==> config.mk <==
export PLATFORM = sky130hd
export DESIGN_NAME = uart_rx_ovs
export DESIGN_NICKNAME = d
export VERILOG_FILES = /design/src/rtl/uart_rx_ovs.sv
export SDC_FILE = /design/constraint.sdc
export NUM_CORES = 1
export LEC_CHECK = 0
export ABC_AREA = 1
export CAP_MARGIN = 5
export CORE_UTILIZATION = 60
export DETAILED_ROUTE_END_ITERATION = 7
export GPL_ROUTABILITY_DRIVEN = 0
export PLACE_DENSITY = 0.93
export SETUP_SLACK_MARGIN = 0.2
export SKIP_LAST_GASP = 1
export SLEW_MARGIN = 20
export SYNTH_ARGS = -nofsm -noshare
export SYNTH_HDL_FRONTEND = slang
export SYNTH_SLANG_ARGS = --single-unit
==> constraint.sdc <==
create_clock -name clk -period 4.3 [get_ports clk]
set_input_delay 0.86 -clock clk [delete_from_list [all_inputs] [get_ports clk]]
set_output_delay 0.86 -clock clk [all_outputs]
set_load 0.02 [all_outputs]
==> src/rtl/uart_rx_ovs.sv <==
// uart_rx_ovs: oversampling UART receiver (majority vote, false-start reject) with sticky status and RX FIFO.
// Latency: a word reaches rd_data two cycles after the mid+1 tick of its final stop bit; pops take effect next cycle.
// Backpressure: none on rx; a push into a full FIFO is dropped and flags overrun unless rd_en pops in the same cycle.
// Optional: define UART_RX_PARITY_EN to compile in the PARITY state and parity checker.
module uart_rx_ovs #(
  parameter int DATA_BITS  = 8,
  parameter int OVERSAMPLE = 16,
  parameter int DIV_W      = 16,
  parameter int FIFO_DEPTH = 8
) (
  input  logic                 clk,
  input  logic                 rst,
  input  logic                 rx,
  input  logic [DIV_W-1:0]     divider,
  input  logic [1:0]           parity_mode,
  input  logic                 stop_bits,
  input  logic                 flush,
  input  logic                 rd_en,
  input  logic                 err_clr,
  input  logic [3:0]           irq_mask,
  output logic [DATA_BITS-1:0] rd_data,
  output logic                 fifo_empty,
  output logic                 fifo_full,
  output logic                 framing_error,
  output logic                 parity_error,
  output logic                 overrun_error,
  output logic                 irq
);
  localparam int SMP_W = $clog2(OVERSAMPLE);
  localparam int BC_W  = $clog2(DATA_BITS + 1);
  localparam int AW    = $clog2(FIFO_DEPTH);
  localparam logic [SMP_W-1:0] SMP_LAST = SMP_W'(OVERSAMPLE - 1);
  localparam logic [SMP_W-1:0] SMP_MLO  = SMP_W'(OVERSAMPLE / 2 - 1);
  localparam logic [SMP_W-1:0] SMP_MID  = SMP_W'(OVERSAMPLE / 2);
  localparam logic [SMP_W-1:0] SMP_MHI  = SMP_W'(OVERSAMPLE / 2 + 1);
  localparam logic [BC_W-1:0]  BC_LAST  = BC_W'(DATA_BITS);

`ifdef UART_RX_PARITY_EN
  typedef enum logic [2:0] {S_IDLE, S_START, S_SHIFT, S_PARITY, S_STOP} state_t;
`else
  typedef enum logic [2:0] {S_IDLE, S_START, S_SHIFT, S_STOP} state_t;
`endif

  state_t                 state_q, state_d;
  logic                   sync1_q, sync1_d, rxs_q, rxs_d;
  logic [DIV_W-1:0]       cnt_q, cnt_d;
  logic [SMP_W-1:0]       smp_q, smp_d;
  logic                   s0_q, s0_d, s1_q, s1_d;
  logic [DATA_BITS-1:0]   shr_q, shr_d;
  logic [BC_W-1:0]        bc_q, bc_d;
  logic                   two_stop_q, two_stop_d, stop2_q, stop2_d;
  logic                   ferr_acc_q, ferr_acc_d;
  logic                   push_q, push_d, push_ferr_q, push_ferr_d;
  logic [DATA_BITS-1:0]   push_dat_q, push_dat_d;
  logic [AW:0]            wptr_q, wptr_d, rptr_q, rptr_d;
  logic                   ferr_q, ferr_d, ovr_q, ovr_d;
  logic [DATA_BITS-1:0]   mem_q [FIFO_DEPTH];
  logic                   tick, at_hi, at_end, vote, do_push, do_pop;
`ifdef UART_RX_PARITY_EN
  logic                   par_en_q, par_en_d, par_odd_q, par_odd_d;
  logic                   perr_acc_q, perr_acc_d, push_perr_q, push_perr_d;
  logic                   perr_q, perr_d;
`else
  logic                   unused_pmode;
  assign unused_pmode = ^parity_mode;
`endif

  // Synchroniser, tick/sample counters, vote capture and the receive state machine.
  always_comb begin
    sync1_d     = rx;
    rxs_d       = sync1_q;
    tick        = (cnt_q == divider);
    cnt_d       = tick ? '0 : cnt_q + DIV_W'(1);
    smp_d       = smp_q;
    if (tick) smp_d = (smp_q == SMP_LAST) ? '0 : smp_q + SMP_W'(1);
    at_hi       = tick && (smp_q == SMP_MHI);
    at_end      = tick && (smp_q == SMP_LAST);
    s0_d        = (tick && smp_q == SMP_MLO) ? rxs_q : s0_q;
    s1_d        = (tick && smp_q == SMP_MID) ? rxs_q : s1_q;
    vote        = (s0_q & s1_q) | (s0_q & rxs_q) | (s1_q & rxs_q);
    state_d     = state_q;
    shr_d       = shr_q;
    bc_d        = bc_q;
    two_stop_d  = two_stop_q;
    stop2_d     = stop2_q;
    ferr_acc_d  = ferr_acc_q;
    push_d      = 1'b0;
    push_dat_d  = push_dat_q;
    push_ferr_d = push_ferr_q;
`ifdef UART_RX_PARITY_EN
    par_en_d    = par_en_q;
    par_odd_d   = par_odd_q;
    perr_acc_d  = perr_acc_q;
    push_perr_d = push_perr_q;
`endif
    case (state_q)
      S_IDLE: begin
        if (tick && !rxs_q) begin
          // Frame format is frozen here so mid-frame register writes hit the next frame.
          smp_d      = '0;
          state_d    = S_START;
          bc_d       = '0;
          two_stop_d = stop_bits;
          stop2_d    = 1'b0;
          ferr_acc_d = 1'b0;
`ifdef UART_RX_PARITY_EN
          par_en_d   = parity_mode[0] ^ parity_mode[1];
          par_odd_d  = parity_mode[1];
          perr_acc_d = 1'b0;
`endif
        end
      end
      S_START: begin
        if (at_hi && vote) state_d = S_IDLE;
        else if (at_end)   state_d = S_SHIFT;
      end
      S_SHIFT: begin
        if (at_hi) begin
          shr_d = {vote, shr_q[DATA_BITS-1:1]};
          bc_d  = bc_q + BC_W'(1);
        end
        if (at_end && bc_q == BC_LAST) begin
`ifdef UART_RX_PARITY_EN
          state_d = par_en_q ? S_PARITY : S_STOP;
`else
          state_d = S_STOP;
`endif
        end
      end
`ifdef UART_RX_PARITY_EN
      S_PARITY: begin
        if (at_hi)  perr_acc_d = (^shr_q) ^ vote ^ par_odd_q;
        if (at_end) state_d    = S_STOP;
      end
`endif
      S_STOP: begin
        if (at_hi) begin
          if (two_stop_q && !stop2_q) begin
            stop2_d    = 1'b1;
            ferr_acc_d = ferr_acc_q | !vote;
          end else begin
            // Final stop vote: hand the word off and re-arm start detection straight away.
            push_d      = 1'b1;
            push_dat_d  = shr_q;
            push_ferr_d = ferr_acc_q | !vote;
`ifdef UART_RX_PARITY_EN
            push_perr_d = perr_acc_q;
`endif
            state_d     = S_IDLE;
          end
        end
      end
      default: state_d = S_IDLE;
    endcase
  end

  assign fifo_empty = (wptr_q == rptr_q);
  assign fifo_full  = (wptr_q[AW] != rptr_q[AW]) && (wptr_q[AW-1:0] == rptr_q[AW-1:0]);
  assign rd_data    = fifo_empty ? '0 : mem_q[rptr_q[AW-1:0]];

  // FIFO pointers (flush wins) and sticky status (a set beats a same-cycle clear).
  always_comb begin
    do_pop  = rd_en && !fifo_empty;
    do_push = push_q && (!fifo_full || rd_en);
    wptr_d  = wptr_q + {{AW{1'b0}}, do_push};
    rptr_d  = rptr_q + {{AW{1'b0}}, do_pop};
    if (flush) begin
      wptr_d = '0;
      rptr_d = '0;
    end
    ferr_d = (ferr_q && !err_clr) || (push_q && push_ferr_q);
    ovr_d  = (ovr_q && !err_clr) || (push_q && fifo_full && !rd_en && !flush);
`ifdef UART_RX_PARITY_EN
    perr_d = (perr_q && !err_clr) || (push_q && push_perr_q);
`endif
  end

  // FIFO storage; a push cancelled by flush never lands.
  always_ff @(posedge clk) begin
    if (do_push && !flush) mem_q[wptr_q[AW-1:0]] <= push_dat_q;
  end

  // State register with synchronous reset.
  always_ff @(posedge clk) begin
    if (rst) begin
      state_q     <= S_IDLE;
      sync1_q     <= 1'b1;
      rxs_q       <= 1'b1;
      cnt_q       <= '0;
      smp_q       <= '0;
      s0_q        <= 1'b1;
      s1_q        <= 1'b1;
      shr_q       <= '0;
      bc_q        <= '0;
      two_stop_q  <= 1'b0;
      stop2_q     <= 1'b0;
      ferr_acc_q  <= 1'b0;
      push_q      <= 1'b0;
      push_dat_q  <= '0;
      push_ferr_q <= 1'b0;
      wptr_q      <= '0;
      rptr_q      <= '0;
      ferr_q      <= 1'b0;
      ovr_q       <= 1'b0;
`ifdef UART_RX_PARITY_EN
      par_en_q    <= 1'b0;
      par_odd_q   <= 1'b0;
      perr_acc_q  <= 1'b0;
      push_perr_q <= 1'b0;
      perr_q      <= 1'b0;
`endif
    end else begin
      state_q     <= state_d;
      sync1_q     <= sync1_d;
      rxs_q       <= rxs_d;
      cnt_q       <= cnt_d;
      smp_q       <= smp_d;
      s0_q        <= s0_d;
      s1_q        <= s1_d;
      shr_q       <= shr_d;
      bc_q        <= bc_d;
      two_stop_q  <= two_stop_d;
      stop2_q     <= stop2_d;
      ferr_acc_q  <= ferr_acc_d;
      push_q      <= push_d;
      push_dat_q  <= push_dat_d;
      push_ferr_q <= push_ferr_d;
      wptr_q      <= wptr_d;
      rptr_q      <= rptr_d;
      ferr_q      <= ferr_d;
      ovr_q       <= ovr_d;
`ifdef UART_RX_PARITY_EN
      par_en_q    <= par_en_d;
      par_odd_q   <= par_odd_d;
      perr_acc_q  <= perr_acc_d;
      push_perr_q <= push_perr_d;
      perr_q      <= perr_d;
`endif
    end
  end

`ifdef UART_RX_PARITY_EN
  assign parity_error = perr_q;
`else
  assign parity_error = 1'b0;
`endif
  assign framing_error = ferr_q;
  assign overrun_error = ovr_q;
  assign irq = |(irq_mask & {ovr_q, parity_error, ferr_q, !fifo_empty});
endmodule

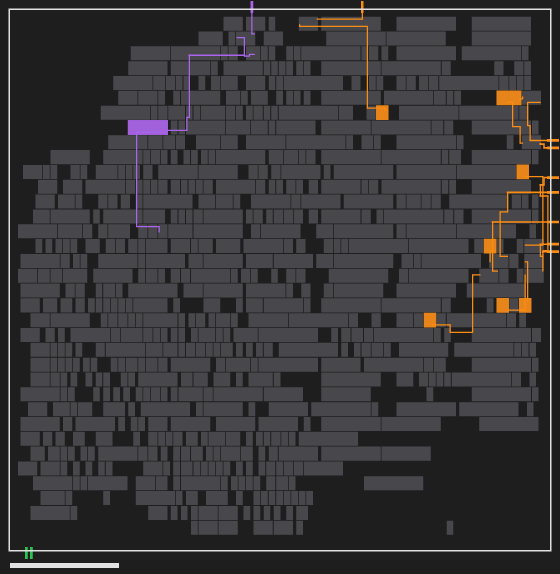
(images/port_nets.png)
Bar = 20 um.
legend:
  purple:
    port: `overrun_error`
    bits: 1
    direction: output
    edge: north
    end_cells: 1
    buffers: 1
    wire: 68.0 um
  green:
    port: `parity_mode`
    bits: 2
    direction: input
    edge: south
    end_cells: 0
    buffers: 0
  orange:
    port: `rd_data`
    bits: 8
    direction: output
    edge: 7 east, 1 north
    end_cells: 8
    buffers: 8
    wire: 197 um

==> flow_summary.toml <==
# yosys + openroad results
[run_status]
status = "finished, final reports clean"

[timing]
hold_viol = 0
setup-violations-final = 0
rsz0062_at_grt = "false"
finalSetupTns_ns = 0
slew_viol_final = 0
relSlewSlack_pct = 42.30
min_period_ns = 3.784
worst_slack_ns = 0.5160

[synthesis]
synthArstFlopShare_pct = 0
ys.flop_type = "edfxtp_1"
ys_seq_share_pct = 55.59
mux_share_pct = 0

[die]
fp_util_pct = 61.48
ioPinCount = 43
n_tap_cell = 111

[routing]
wl_met3_um = 852
antenna_left = 0

[min_path]
hp-start = "rxs_d"

[finish]
seqCellArea_mm2 = 0.003143
buffer_area_share_pct = 6.012

[place]
placed_area_mm2 = 0.006111

[job]
drv_cap = 0

[critical_path]
crit_start = "rptr_q[0]"
r2r-end = "mem_q[2][0]"
critical_path.max_stage_delay_ns = 0.65

[power_and_ir_drop]
clkPwrFrac_pct = 50.1
ir_worst_vdd_mv = 0.2744
comb_power_uw = 146
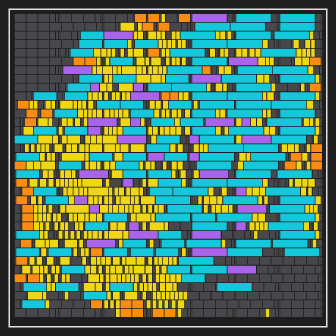
(images/cell_classes.png)
Fill, decap, tap and diode cells in grey.
legend:
  cyan:
    class: flip-flops
    cells: 125
  orange:
    class: other buffers and delay cells
    cells: 41
  yellow:
    class: all other logic
    cells: 488
  purple:
    class: clock drivers and dummy loads
    cells: 32
flop share of the area: 46.90%
row cnt: 35
core footprint: 0.009196 mm^2

